--- config.mk ---
export PLATFORM = sky130hd
export DESIGN_NAME = fp_normalize_round
export DESIGN_NICKNAME = d
export VERILOG_FILES = /design/src/rtl/fp_normalize_round.sv
export SDC_FILE = /design/constraint.sdc
export NUM_CORES = 1
export LEC_CHECK = 0
export ABC_AREA = 1
export CAP_MARGIN = 30
export CORE_MARGIN = 2
export CORE_UTILIZATION = 55
export CTS_BUF_LIST = sky130_fd_sc_hd__clkbuf_4 sky130_fd_sc_hd__clkbuf_8 sky130_fd_sc_hd__clkbuf_16
export DETAILED_ROUTE_END_ITERATION = 8
export PLACE_DENSITY = 0.8
export SYNTH_ARGS = -nofsm -noshare
export SYNTH_HDL_FRONTEND = slang
export SYNTH_SLANG_ARGS = --single-unit
export TNS_END_PERCENT = 50
--- constraint.sdc ---
create_clock -name clock -period 3.2 [get_ports clock]
set_input_delay 0.96 -clock clock [delete_from_list [all_inputs] [get_ports clock]]
set_output_delay 0.96 -clock clock [all_outputs]
set_load 0.005 [all_outputs]
--- src/rtl/fp_normalize_round.sv ---
// fp_normalize_round: back end of the FP adder. Takes the raw post-add mantissa sum
// with its guard/round/sticky bits, renormalises it (one right shift on carry-out,
// one left shift per cycle on cancellation), rounds to nearest-even and packs an
// IEEE-754 single. Valid/ready on both sides, one operation in flight.
module fp_normalize_round #(
  parameter int EXP_W = 8,
  parameter int MANT_W = 23,
  parameter logic [MANT_W-1:0] QNAN_FRAC = 23'h400000
) (
  input  logic                    clock,
  input  logic                    reset_n,
  input  logic                    in_valid,
  output logic                    in_ready,
  input  logic                    in_sign,
  input  logic [EXP_W-1:0]        in_exp,
  input  logic [MANT_W+1:0]       in_mant,
  input  logic                    in_guard,
  input  logic                    in_round,
  input  logic                    in_sticky,
  input  logic                    in_is_nan,
  input  logic                    in_is_inf,
  output logic                    out_valid,
  input  logic                    out_ready,
  output logic [EXP_W+MANT_W:0]   out_result,
  output logic                    out_inexact,
  output logic                    out_overflow
);

  localparam int SUM_W = MANT_W + 2;
  localparam int CNT_W = $clog2(MANT_W + 1);
  localparam logic [EXP_W-1:0] EXP_ONES = {EXP_W{1'b1}};
  localparam logic [EXP_W-1:0] EXP_ONE = EXP_W'(1);
  localparam logic [EXP_W:0] EXP_ONES_W = {1'b0, EXP_ONES};
  localparam logic [MANT_W-1:0] FRAC_ZERO = '0;
  localparam logic [CNT_W-1:0] CNT_MAX = CNT_W'(MANT_W);

  typedef enum logic [1:0] {
    IDLE  = 2'd0,
    NORM  = 2'd1,
    ROUND = 2'd2,
    HOLD  = 2'd3
  } state_t;

  state_t state_reg;

  // Working operand held while normalising and rounding
  logic              sign_reg;
  logic [EXP_W-1:0]  exp_reg;
  logic [SUM_W-1:0]  mant_reg;
  logic              guard_reg;
  logic              round_reg;
  logic              sticky_reg;
  logic [CNT_W-1:0]  shift_cnt_reg;

  // Carry-out right-shift view of the incoming operand
  logic [SUM_W-1:0]  rs_mant;
  logic              rs_guard;
  logic              rs_round;
  logic              rs_sticky;
  logic [EXP_W:0]    rs_exp;
  logic              rs_ovf;
  logic              operand_zero;

  // Normalisation and rounding results for the working operand
  logic              norm_done;
  logic              grs_any;
  logic              round_inc;
  logic [SUM_W-1:0]  rnd_mant;
  logic [EXP_W:0]    rnd_exp;
  logic              rnd_ovf;
  logic [EXP_W+MANT_W:0] pack_result;

  assign in_ready = (state_reg == IDLE) && reset_n;

  // Decode the incoming operand: exact-zero detection and the one-bit right shift on carry-out
  always_comb begin
    rs_mant      = {1'b0, in_mant[SUM_W-1:1]};
    rs_guard     = in_mant[0];
    rs_round     = in_guard;
    rs_sticky    = in_round | in_sticky;
    rs_exp       = {1'b0, in_exp} + (EXP_W+1)'(1);
    rs_ovf       = (rs_exp >= EXP_ONES_W);
    operand_zero = (in_mant == '0) && !in_guard && !in_round && !in_sticky;
  end

  // Normalisation stops on a set hidden bit, a subnormal exponent or the shift limit
  always_comb begin
    norm_done = mant_reg[MANT_W] || (exp_reg == '0) || (exp_reg == EXP_ONE) ||
                (shift_cnt_reg == CNT_MAX);
  end

  // Round to nearest-even, renormalise a rounding carry and pack the result word
  always_comb begin
    grs_any   = guard_reg | round_reg | sticky_reg;
    round_inc = guard_reg & (round_reg | sticky_reg | mant_reg[0]);
    rnd_mant  = mant_reg + SUM_W'(round_inc);
    rnd_exp   = {1'b0, exp_reg};
    // A subnormal that gains its hidden bit is encoded with exponent field 1
    if ((exp_reg == '0) && (rnd_mant[MANT_W] || rnd_mant[SUM_W-1])) begin
      rnd_exp = (EXP_W+1)'(1);
    end
    if (rnd_mant[SUM_W-1]) begin
      rnd_mant = rnd_mant >> 1;
      rnd_exp  = rnd_exp + (EXP_W+1)'(1);
    end
    rnd_ovf     = (rnd_exp >= EXP_ONES_W);
    pack_result = {sign_reg, rnd_exp[EXP_W-1:0], rnd_mant[MANT_W-1:0]};
  end

  // Control FSM with registered result and handshake outputs
  always_ff @(posedge clock or negedge reset_n) begin
    if (!reset_n) begin
      state_reg     <= IDLE;
      sign_reg      <= 1'b0;
      exp_reg       <= '0;
      mant_reg      <= '0;
      guard_reg     <= 1'b0;
      round_reg     <= 1'b0;
      sticky_reg    <= 1'b0;
      shift_cnt_reg <= '0;
      out_valid     <= 1'b0;
      out_result    <= '0;
      out_inexact   <= 1'b0;
      out_overflow  <= 1'b0;
    end else begin
      case (state_reg)
        IDLE: begin
          if (in_valid && in_ready) begin
            out_inexact   <= 1'b0;
            out_overflow  <= 1'b0;
            shift_cnt_reg <= '0;
            sign_reg      <= in_sign;
            if (in_is_nan) begin
              out_result <= {1'b0, EXP_ONES, QNAN_FRAC};
              state_reg  <= HOLD;
            end else if (in_is_inf) begin
              out_result <= {in_sign, EXP_ONES, FRAC_ZERO};
              state_reg  <= HOLD;
            end else if (operand_zero) begin
              out_result <= '0;
              state_reg  <= HOLD;
            end else if (in_mant[SUM_W-1]) begin
              if (rs_ovf) begin
                out_result   <= {in_sign, EXP_ONES, FRAC_ZERO};
                out_overflow <= 1'b1;
                out_inexact  <= rs_guard | rs_round | rs_sticky;
                state_reg    <= HOLD;
              end else begin
                mant_reg   <= rs_mant;
                exp_reg    <= rs_exp[EXP_W-1:0];
                guard_reg  <= rs_guard;
                round_reg  <= rs_round;
                sticky_reg <= rs_sticky;
                state_reg  <= NORM;
              end
            end else begin
              mant_reg   <= in_mant;
              exp_reg    <= in_exp;
              guard_reg  <= in_guard;
              round_reg  <= in_round;
              sticky_reg <= in_sticky;
              state_reg  <= NORM;
            end
          end
        end
        NORM: begin
          if (norm_done) begin
            // Unnormalised at the minimum exponent: the result is subnormal
            if (!mant_reg[MANT_W] && (exp_reg == EXP_ONE)) begin
              exp_reg <= '0;
            end
            state_reg <= ROUND;
          end else begin
            mant_reg      <= {mant_reg[SUM_W-2:0], guard_reg};
            guard_reg     <= round_reg;
            round_reg     <= 1'b0;
            exp_reg       <= exp_reg - EXP_ONE;
            shift_cnt_reg <= shift_cnt_reg + CNT_W'(1);
          end
        end
        ROUND: begin
          out_inexact <= grs_any;
          if (rnd_ovf) begin
            out_result   <= {sign_reg, EXP_ONES, FRAC_ZERO};
            out_overflow <= 1'b1;
          end else begin
            out_result <= pack_result;
          end
          out_valid <= 1'b1;
          state_reg <= HOLD;
        end
        HOLD: begin
          // Special results arrive without out_valid; raise it one cycle later
          if (!out_valid) begin
            out_valid <= 1'b1;
          end else if (out_ready) begin
            out_valid <= 1'b0;
            state_reg <= IDLE;
          end
        end
        default: state_reg <= IDLE;
      endcase
    end
  end

endmodule
==> images/final_congestion.png <==
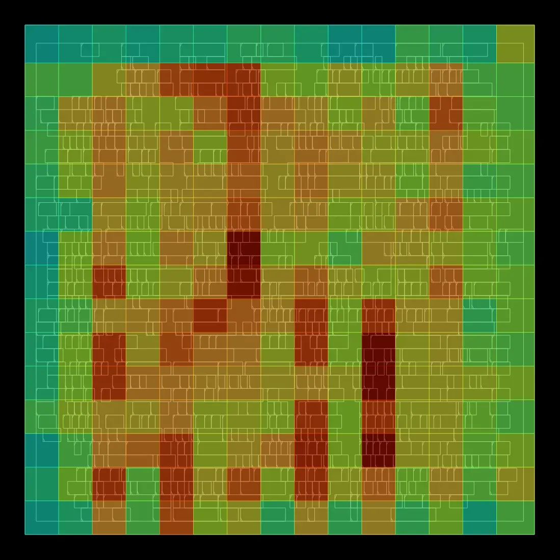
share of the core filled with cells: 0.6980
global-route layer with the greatest usage: met2
Routed WL per cell: 13.75 um
global-route usage over all layers: 0.2611

==> images/metal_stack.png <==
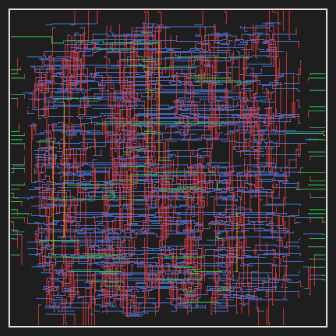
met4 -> orange  # wire length 191 um
met2 -> red  # wire length 6210 um
met3 -> green  # wire length 779 um
met1 -> blue  # wire length 6760 um

==> impl_metrics.py <==
# Auto-generated metrics
metrics = {
    "worst_setup_path": {
        "critPathLaunchType": "input port",
        "criticalPathCategory": "input port to flop",
        "critical_path.cell_chain": "clkdlybuf4s50_1, ha_1, nand2_1, inv_1, nand2_1, nor2_2, xor2_1, nor3_1, nand3b_1, nand2_1, nand2_2, nand2_1, o21ai_2, nand2_2, buf_12, o21ai_0",
    },
    "synthesis": {
        "main_logic_family_after_synthesis": "simple AND/OR/NAND/NOR gates",
        "ys_top_cells_by_count": "sky130_fd_sc_hd__nand2_1 (219), sky130_fd_sc_hd__o21ai_0 (97), sky130_fd_sc_hd__inv_1 (81)",
        "synth_stat.cells": 793,
        "area_fraction_in_compound_gates_after_synthesis": 0.1508,
        "post_synth_main_area_contributors": "sky130_fd_sc_hd__dfrtp_1 (36%), sky130_fd_sc_hd__nand2_1 (15%), sky130_fd_sc_hd__o21ai_0 (8.8%), sky130_fd_sc_hd__inv_1 (5.5%), sky130_fd_sc_hd__nand3_1 (4.0%)",
        "edf_count": 0,
    },
    "finish": {
        "mi_logic_area_sq_mm": 0.003095,
        "layout.comb_gates.multi_input": 593,
        "stdcell_count": 1014,
    },
    "final_timing": {
        "finalSetupViolations": 0,
        "fin_hold_ws_ns": 0.4894,
    },
    "pwr": {
        "share_comb_of_total_power": 0.529,
        "design_power_total_w": 0.005768,
        "pg_seq_w": 0.00194,
    },
    "detailed_routing": {
        "mean_number_of_vias_per_cell": 5.369,
        "routed_wirelength_um": 13940,
    },
    "clocking": {
        "htreeDepth": 3,
        "cts.root.buffer_cell": "sky130_fd_sc_hd__clkbuf_8",
        "ctsLongestPathBuffers": 2,
        "clock_slew_at_reported_path_ffs_ns": 0.09,
    },
    "placed_design": {
        "post_dp_cell_area_sq_mm": 0.006559,
        "place.port_buffers": 78,
    },
    "run_status": {
        "outcome": "finished clean",
    },
    "grt": {
        "antenna_violations_before_repair": 0,
    },
    "floorplan": {
        "tap_cells": 133,
    },
}
==> images/met2.png <==
Cells faint in the background.
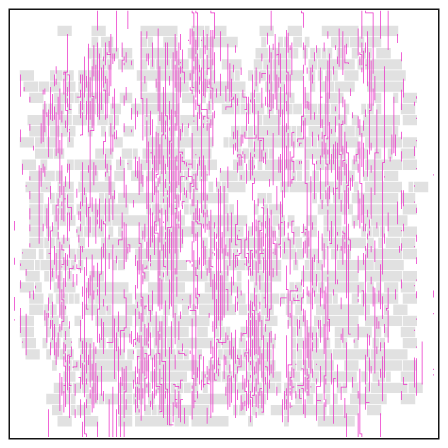
share of all routed wire = 45%
nets with wire on the layer = 710
main direction = vertical
wire length on this layer = 6210 um
total number of vias: 5444
met2 capacity usage during global routing: 0.3926

Power is estimated from default activity; no workload was simulated.
